## src/rtl/chacha_ks_xor_pkg.sv

```systemverilog
`default_nettype none
// ============================================================================
// Module      : chacha_ks_xor_pkg
// Description : Shared types and defaults for the ChaCha keystream XOR stage.
// Revision    : 1.0 - initial release
// ============================================================================
package chacha_ks_xor_pkg;

  // 32-bit ChaCha word, used for the block counter
  typedef logic [31:0] word_t;

  // Default lane width and keystream block size in bytes
  localparam int c_DATA_SIZE_DEF = 8;
  localparam int c_NO_REG_DEF    = 64;

  // Consumer state machine
  typedef enum logic [1:0] {
    S_IDLE     = 2'd0,
    S_WAIT_BLK = 2'd1,
    S_STREAM   = 2'd2
  } ksx_state_t;

endpackage
`default_nettype wire

```

## src/rtl/chacha_ks_xor_if.sv

```systemverilog
`default_nettype none
// ============================================================================
// Module      : chacha_ks_xor_if
// Description : Plaintext-in / ciphertext-out valid/ready stream bundle.
//               master = stream source and sink (environment),
//               slave  = the XOR stage.
// Revision    : 1.0 - initial release
// ============================================================================
interface chacha_ks_xor_if
  import chacha_ks_xor_pkg::*;
#(
  parameter int DATA_SIZE = c_DATA_SIZE_DEF
);

  logic [DATA_SIZE-1:0] pt_data;
  logic                 pt_valid;
  logic                 pt_last;
  logic                 pt_ready;
  logic [DATA_SIZE-1:0] ct_data;
  logic                 ct_valid;
  logic                 ct_last;
  logic                 ct_ready;

  modport master (
    output pt_data, pt_valid, pt_last, ct_ready,
    input  pt_ready, ct_data, ct_valid, ct_last
  );

  modport slave (
    input  pt_data, pt_valid, pt_last, ct_ready,
    output pt_ready, ct_data, ct_valid, ct_last
  );

endinterface
`default_nettype wire

```

## src/rtl/chacha_ks_xor_ct_out_reg.sv

```systemverilog
`default_nettype none
// ============================================================================
// Module      : chacha_ks_xor_ct_out_reg
// Description : One-entry valid/ready output register holding a ciphertext
//               byte and its last flag. can_load tells the producer that a
//               new byte may be written this cycle.
// Revision    : 1.0 - initial release
// ============================================================================
module chacha_ks_xor_ct_out_reg #(
  parameter int DATA_SIZE = 8
) (
  input  wire logic                 clk,
  input  wire logic                 rst,
  input  wire logic                 load,
  input  wire logic [DATA_SIZE-1:0] in_data,
  input  wire logic                 in_last,
  input  wire logic                 out_ready,
  output logic                      out_valid,
  output logic [DATA_SIZE-1:0]      out_data,
  output logic                      out_last,
  output logic                      can_load
);

  logic                 r_valid;
  logic [DATA_SIZE-1:0] r_data;
  logic                 r_last;

  // Load a new byte, otherwise drop valid once the consumer takes it
  always_ff @(posedge clk or negedge rst) begin
    if (!rst) begin
      r_valid <= 1'b0;
      r_data  <= '0;
      r_last  <= 1'b0;
    end else if (load) begin
      r_valid <= 1'b1;
      r_data  <= in_data;
      r_last  <= in_last;
    end else if (out_ready) begin
      r_valid <= 1'b0;
    end
  end

  assign can_load  = !r_valid | out_ready;
  assign out_valid = r_valid;
  assign out_data  = r_data;
  assign out_last  = r_last;

endmodule
`default_nettype wire

```

## src/rtl/chacha_ks_xor.sv

```systemverilog
`default_nettype none
// ============================================================================
// Module      : chacha_ks_xor
// Description : Latches 64-byte ChaCha keystream blocks and XORs them onto a
//               valid/ready plaintext stream. Owns the 32-bit block counter
//               and requests a fresh block after each full block consumed.
// Revision    : 1.0 - initial release
// ============================================================================
module chacha_ks_xor
  import chacha_ks_xor_pkg::*;
#(
  parameter int DATA_SIZE = c_DATA_SIZE_DEF,
  parameter int NO_REG    = c_NO_REG_DEF
) (
  input  wire logic                               clk,
  input  wire logic                               rst,
  input  wire logic                               start,
  input  wire word_t                              init_counter,
  input  wire logic [0:NO_REG-1][DATA_SIZE-1:0]   ks_in,
  input  wire logic                               ks_valid,
  output logic                                    ks_req,
  output word_t                                   block_counter,
  output logic                                    busy,
  output logic                                    ctr_wrap,
  chacha_ks_xor_if.slave                          strm
);

  localparam int                 c_IDX_W    = $clog2(NO_REG);
  localparam logic [c_IDX_W-1:0] c_IDX_LAST = c_IDX_W'(NO_REG - 1);

  ksx_state_t                         r_state;
  word_t                              r_ctr;
  logic                               r_ks_req;
  logic                               r_wrap;
  logic [c_IDX_W-1:0]                 r_idx;
  logic [0:NO_REG-1][DATA_SIZE-1:0]   r_buf;

  logic                 w_can_load;
  logic                 w_pt_ready;
  logic                 w_hs;
  logic [DATA_SIZE-1:0] w_ct_byte;

  assign w_pt_ready = (r_state == S_STREAM) & w_can_load;
  assign w_hs       = strm.pt_valid & w_pt_ready;
  assign w_ct_byte  = strm.pt_data ^ r_buf[r_idx];

  // Control FSM: counter ownership, keystream requests and byte index
  always_ff @(posedge clk or negedge rst) begin
    if (!rst) begin
      r_state  <= S_IDLE;
      r_ctr    <= '0;
      r_ks_req <= 1'b0;
      r_wrap   <= 1'b0;
      r_idx    <= '0;
    end else begin
      r_ks_req <= 1'b0;
      case (r_state)
        S_IDLE: begin
          if (start) begin
            r_ctr    <= init_counter;
            r_ks_req <= 1'b1;
            r_wrap   <= 1'b0;
            r_state  <= S_WAIT_BLK;
          end
        end
        S_WAIT_BLK: begin
          if (ks_valid) begin
            r_idx   <= '0;
            r_state <= S_STREAM;
          end
        end
        S_STREAM: begin
          if (w_hs) begin
            r_idx <= r_idx + 1'b1;
            // Message end wins over block end: no request for an unused block
            if (strm.pt_last) begin
              r_state <= S_IDLE;
            end else if (r_idx == c_IDX_LAST) begin
              r_ctr    <= r_ctr + 1'b1;
              r_ks_req <= 1'b1;
              r_state  <= S_WAIT_BLK;
              if (r_ctr == '1) begin
                r_wrap <= 1'b1;
              end
            end
          end
        end
        default: r_state <= S_IDLE;
      endcase
    end
  end

  // Keystream buffer: captured only when a block is awaited, contents need no reset
  always_ff @(posedge clk) begin
    if ((r_state == S_WAIT_BLK) && ks_valid) begin
      r_buf <= ks_in;
    end
  end

  chacha_ks_xor_ct_out_reg #(
    .DATA_SIZE (DATA_SIZE)
  ) u_ct_out_reg (
    .clk       (clk),
    .rst       (rst),
    .load      (w_hs),
    .in_data   (w_ct_byte),
    .in_last   (strm.pt_last),
    .out_ready (strm.ct_ready),
    .out_valid (strm.ct_valid),
    .out_data  (strm.ct_data),
    .out_last  (strm.ct_last),
    .can_load  (w_can_load)
  );

  assign strm.pt_ready = w_pt_ready;
  assign ks_req        = r_ks_req;
  assign block_counter = r_ctr;
  assign busy          = (r_state != S_IDLE);
  assign ctr_wrap      = r_wrap;

endmodule
`default_nettype wire

```

## src/flat_wrapper.sv

```systemverilog
// flat-port wrapper written by rule: the top's interface ports become plain ports
module chacha_ks_xor_flat import chacha_ks_xor_pkg::*;
#(
  parameter int DATA_SIZE = c_DATA_SIZE_DEF,
  parameter int NO_REG    = c_NO_REG_DEF
)
  (clk, rst, start, init_counter, ks_in, ks_valid, ks_req, block_counter, busy, ctr_wrap, strm_pt_data, strm_pt_valid, strm_pt_last, strm_ct_ready, strm_pt_ready, strm_ct_data, strm_ct_valid, strm_ct_last);
  chacha_ks_xor_if #(.DATA_SIZE(DATA_SIZE)) strm_i ();
  input  wire logic clk;
  input  wire logic rst;
  input  wire logic start;
  input  wire word_t init_counter;
  input  wire logic [0:NO_REG-1][DATA_SIZE-1:0] ks_in;
  input  wire logic ks_valid;
  output logic ks_req;
  output word_t block_counter;
  output logic busy;
  output logic ctr_wrap;
  input wire logic [$bits(strm_i.pt_data)-1:0] strm_pt_data;
  input wire logic [$bits(strm_i.pt_valid)-1:0] strm_pt_valid;
  input wire logic [$bits(strm_i.pt_last)-1:0] strm_pt_last;
  input wire logic [$bits(strm_i.ct_ready)-1:0] strm_ct_ready;
  output wire logic [$bits(strm_i.pt_ready)-1:0] strm_pt_ready;
  output wire logic [$bits(strm_i.ct_data)-1:0] strm_ct_data;
  output wire logic [$bits(strm_i.ct_valid)-1:0] strm_ct_valid;
  output wire logic [$bits(strm_i.ct_last)-1:0] strm_ct_last;
  assign strm_i.pt_data = strm_pt_data;
  assign strm_i.pt_valid = strm_pt_valid;
  assign strm_i.pt_last = strm_pt_last;
  assign strm_i.ct_ready = strm_ct_ready;
  assign strm_pt_ready = strm_i.pt_ready;
  assign strm_ct_data = strm_i.ct_data;
  assign strm_ct_valid = strm_i.ct_valid;
  assign strm_ct_last = strm_i.ct_last;
  chacha_ks_xor #(.DATA_SIZE(DATA_SIZE), .NO_REG(NO_REG)) u_core (.clk(clk), .rst(rst), .start(start), .init_counter(init_counter), .ks_in(ks_in), .ks_valid(ks_valid), .ks_req(ks_req), .block_counter(block_counter), .busy(busy), .ctr_wrap(ctr_wrap), .strm(strm_i));
endmodule
```

## config.mk

```make
export PLATFORM = sky130hd
export DESIGN_NAME = chacha_ks_xor_flat
export DESIGN_NICKNAME = d
export VERILOG_FILES = /design/src/rtl/chacha_ks_xor_pkg.sv /design/src/rtl/chacha_ks_xor_if.sv /design/src/rtl/chacha_ks_xor_ct_out_reg.sv /design/src/rtl/chacha_ks_xor.sv /design/src/flat_wrapper.sv
export SDC_FILE = /design/constraint.sdc
export NUM_CORES = 1
export LEC_CHECK = 0
export ABC_AREA = 1
export CORE_AREA = 2 2 237 239
export DETAILED_ROUTE_END_ITERATION = 8
export DIE_AREA = 0 0 239 241
export MAX_ROUTING_LAYER = met4
export PLACE_DENSITY_LB_ADDON = 0.12
export SYNTH_ARGS = -nofsm -noshare
export SYNTH_HDL_FRONTEND = slang
export SYNTH_SLANG_ARGS = --single-unit
```

## constraint.sdc

```tcl
create_clock -name clk -period 12.4 [get_ports clk]
set_input_delay 1.86 -clock clk [delete_from_list [all_inputs] [get_ports clk]]
set_output_delay 1.86 -clock clk [all_outputs]
set_load 0.02 [all_outputs]
```

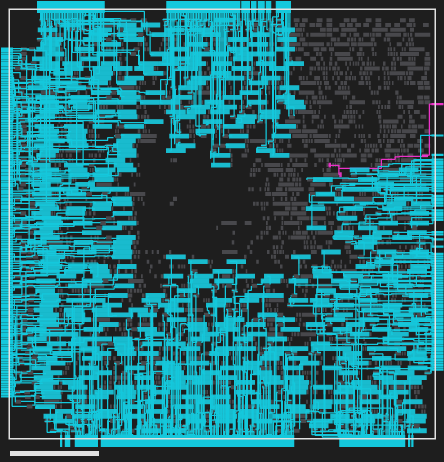
Run 1: port wiring
Bar = 50 um.
| colour | port | direction | end cells | buffers | wire |
|---|---|---|---|---|---|
| magenta | ks_valid | input | 2 | 1 | 104 um |
| cyan | ks_in | input | 512 | 512 | 24.8 mm |
I/O pin count: 605
IO Port Bufs: 604

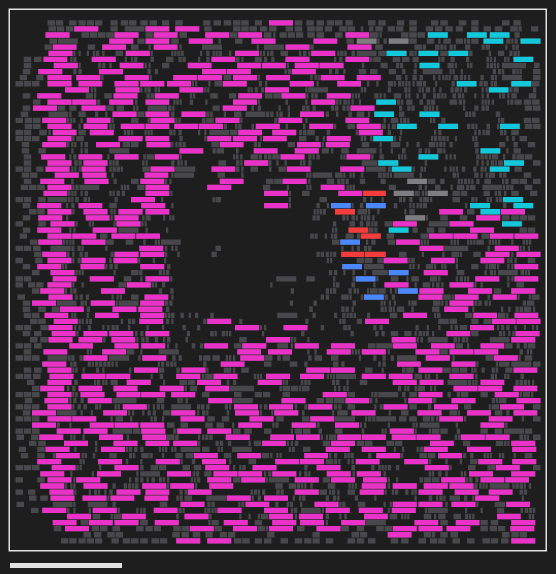
Run 1: sequential cells coloured by netlist name
Bar = 50 um. Other sequential cells in the stronger grey, the rest of the logic in the fainter grey.
| colour | name in the netlist | flops |
|---|---|---|
| blue | u_core.u_ct_out_reg.out_data | 8 |
| red | u_core.r_idx | 6 |
| magenta | u_core.r_buf | 512 |
| cyan | u_core.block_counter | 32 |
not coloured: 6
flop share of the area: 51.9%
final core occ: 58.6%
Flop area: 0.0167 mm2
sequential power: 2.72 mW

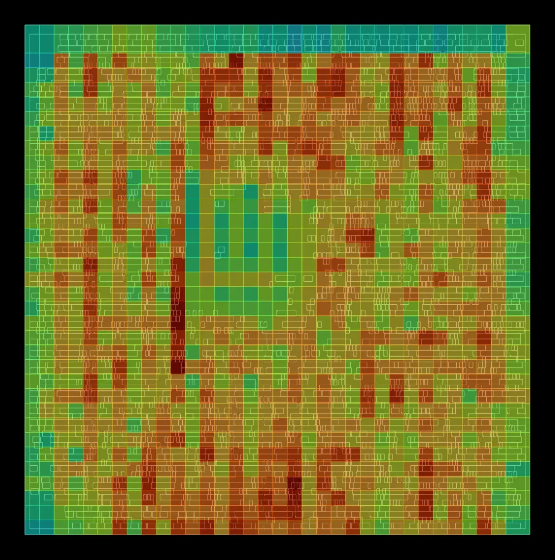
Run 1: track usage over the die
met2 usage: 44.9%
grt peak-use layer: met2
gr usage total: 27.7%
met1 usage: 35.8%
GRT met3 Usage: 5.09%

==> flow_summary.ini, run 1 <==
; yosys + openroad results
[critical_path]
crit_top_cell = clkdlybuf4s50_1
startpoint_type = input port
r2r-start = u_core.r_idx[0]$_DFFE_PN0P_
crit_cells = 4
r2r_cells = 11
crit_family = buffers and inverters
critical_path_class = in2out

[sta]
fin_crit_sh_pct = 40.0
rsz0062_at_grt = no
fin_crit_ns = 4.97
max_freq_ghz = 0.201
layout_setup_ws_ns = 7.43

[synth]
ys_sh_aoi_pct = 3.33
async_flop_share_pct = 9.22
flop_cell = edfxtp_1
synth_area_per_cell_um2 = 10.9
ys_top_logic_family = simple AND/OR/NAND/NOR gates
ys_sh_mux_pct = 0
top_cells_by_count = 827 x nand2_1, 512 x edfxtp_1, 347 x nand3_1
synth.top_cell.area_share_pct = 64.9

[placed_design]
place_ws_ns = 6.96
hpwl_um = 54400

[job]
warnings = 35

[final_layout]
drive_gt1_share_pct = 4.43
n_antenna_cell = 27

[clock_tree]
clock_latency_ns = 0.63
ctsHoldBuffers = 0

[run_status]
status = completed
run 1: metrics by stage:
stage,cell area (um2),hold WS [ns]
CTS,32100,0.489
finish,32100,0.484
detailed placement,30200,0.473
global route,32100,0.498
floorplan,23700,0.532
global placement,30200,0.469
run 1: worst max-delay path by stage:
stage                       start                     endpoint  slack, ns
floorplan                ks_valid    u_core.r_buf[0]$_DFFE_PP_       2.29
global placement         ks_valid  u_core.r_buf[224]$_DFFE_PP_       7.05
detailed placement       ks_valid  u_core.r_buf[240]$_DFFE_PP_       6.96
CTS                 strm_ct_ready                strm_pt_ready       7.43
global route        strm_ct_ready                strm_pt_ready       7.39
finish              strm_ct_ready                strm_pt_ready       7.43
run 1: per-layer routing:
metal	wire [um]	GRT usage, %
met4	1870	8.48
met1	31800	35.8
met5	0	-
met2	39200	44.9
met3	6350	5.09
--- run 2 (diff from run 1) ---
clock period = 4.9 ns   (was 12.4 ns; I/O delays follow)
==> run 2 against run 1 <==
Core utilization increased by 0.20 points. Total power increased to 2.6 times the previous value. Register-to-register slack worse by 6.8 ns. Non-clock buffer count is 8 higher. Clock-buffer cell count fell by 3. Routed wire length is 0.84% higher. Via count rose by 1.0%. Synthesized cell count unchanged. Sequential power up 150%. Combinational power went up to 2.6 times the previous value. Clock skew is 0.0020 ns lower. Critical endpoint is now u_core.u_ct_out_reg.out_data[1]$_DFFE_PN0P_. Largest power group unchanged. Highest routed layer unchanged.
==> flow_summary.ini, run 2 <==
; yosys + openroad results
[critical_path]
r2r_cells = 9
critical_path_class = reg2reg
crit_cells = 9
crit_path_end = u_core.u_ct_out_reg.out_data[1]$_DFFE_PN0P_
crit_family = simple AND/OR/NAND/NOR gates
startpoint_type = flip-flop

[sta]
fin_hold_ws_ns = 0.104
max_freq_ghz = 0.311
fin_crit_sh_pct = 65.7

[synth]
synth.top_cell.area_share_pct = 64.9
async_flop_share_pct = 9.22
flop_cell = edfxtp_1
ys_sh_aoi_pct = 3.33
top_cells_by_count = 827 x nand2_1, 512 x edfxtp_1, 347 x nand3_1

[placed_design]
placed_cell_area_mm2 = 0.0303
hpwl_um = 57400
numPortBuffers = 604

[route]
top_layer_used = met4
wl_met3_um = 5930
wl_met2_um = 39800
wl_met1_um = 32400

[global_routing]
grt.busiest_layer = met2
grt_usage_pct = 28.1
met3_usage_pct = 5.22

[final_layout]
n_antenna_cell = 16
final_area_mm2 = 0.0322
ff_latch_area_mm2 = 0.0167

[clock_tree]
ctsHoldBuffers = 0
clock_latency_ns = 0.62

[run_status]
status = completed
==> run 2: power groups by stage <==
stage | combinational [mW] | clock [mW] | sequential, mW
floorplan | 3.11 | 0 | 7.21
finish | 5.54 | 4.48 | 6.79
CTS | 5.57 | 4.55 | 6.79
detailed placement | 5.55 | 0 | 6.89
global route | 6.09 | 4.72 | 6.88
global placement | 5.53 | 0 | 6.87
==> run 2: per-stage QoR <==
stage	instances	TNS [ns]	utilization (%)	setup WS (ns)
finish	3507	0	58.8	1.68
floorplan	2169	-2062.03	-	-4.01
CTS	3491	0	58.7	1.60
global placement	3383	0	55.2	1.66
detailed placement	3383	0	55.2	1.64
global route	3507	0	58.8	1.44
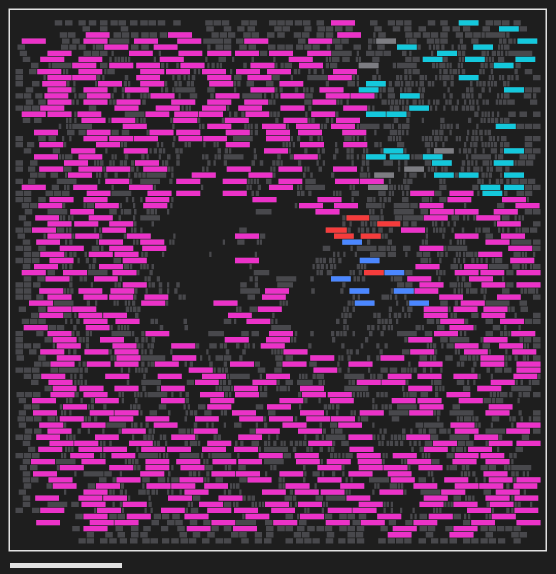
Run 2: sequential cells coloured by netlist name
Bar = 50 um. Other sequential cells in the stronger grey, the rest of the logic in the fainter grey.
| colour | name in the netlist | flops |
|---|---|---|
| magenta | u_core.r_buf | 512 |
| cyan | u_core.block_counter | 32 |
| blue | u_core.u_ct_out_reg.out_data | 8 |
| red | u_core.r_idx | 6 |
not coloured: 6
final core occ: 58.8%
sequential power: 6.79 mW
flop share of the area: 51.7%

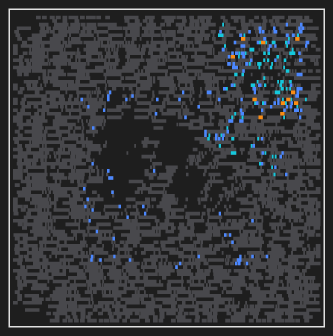
Run 2: gate families picked out
| colour | family | cells | most used | where |
|---|---|---|---|---|
| blue | inverting AOI/OAI gates | 147 | a21oi_1 | all over the die |
| orange | XOR/XNOR gates | 11 | xor2_1 | upper right |
| cyan | NOR gates | 81 | nor2_1 | upper right |
most numerous logic cell after layout: nand2_1
final cell count without fillers: 3507
Comb area share: 19.2%

Power and IR drop assume default switching activity.
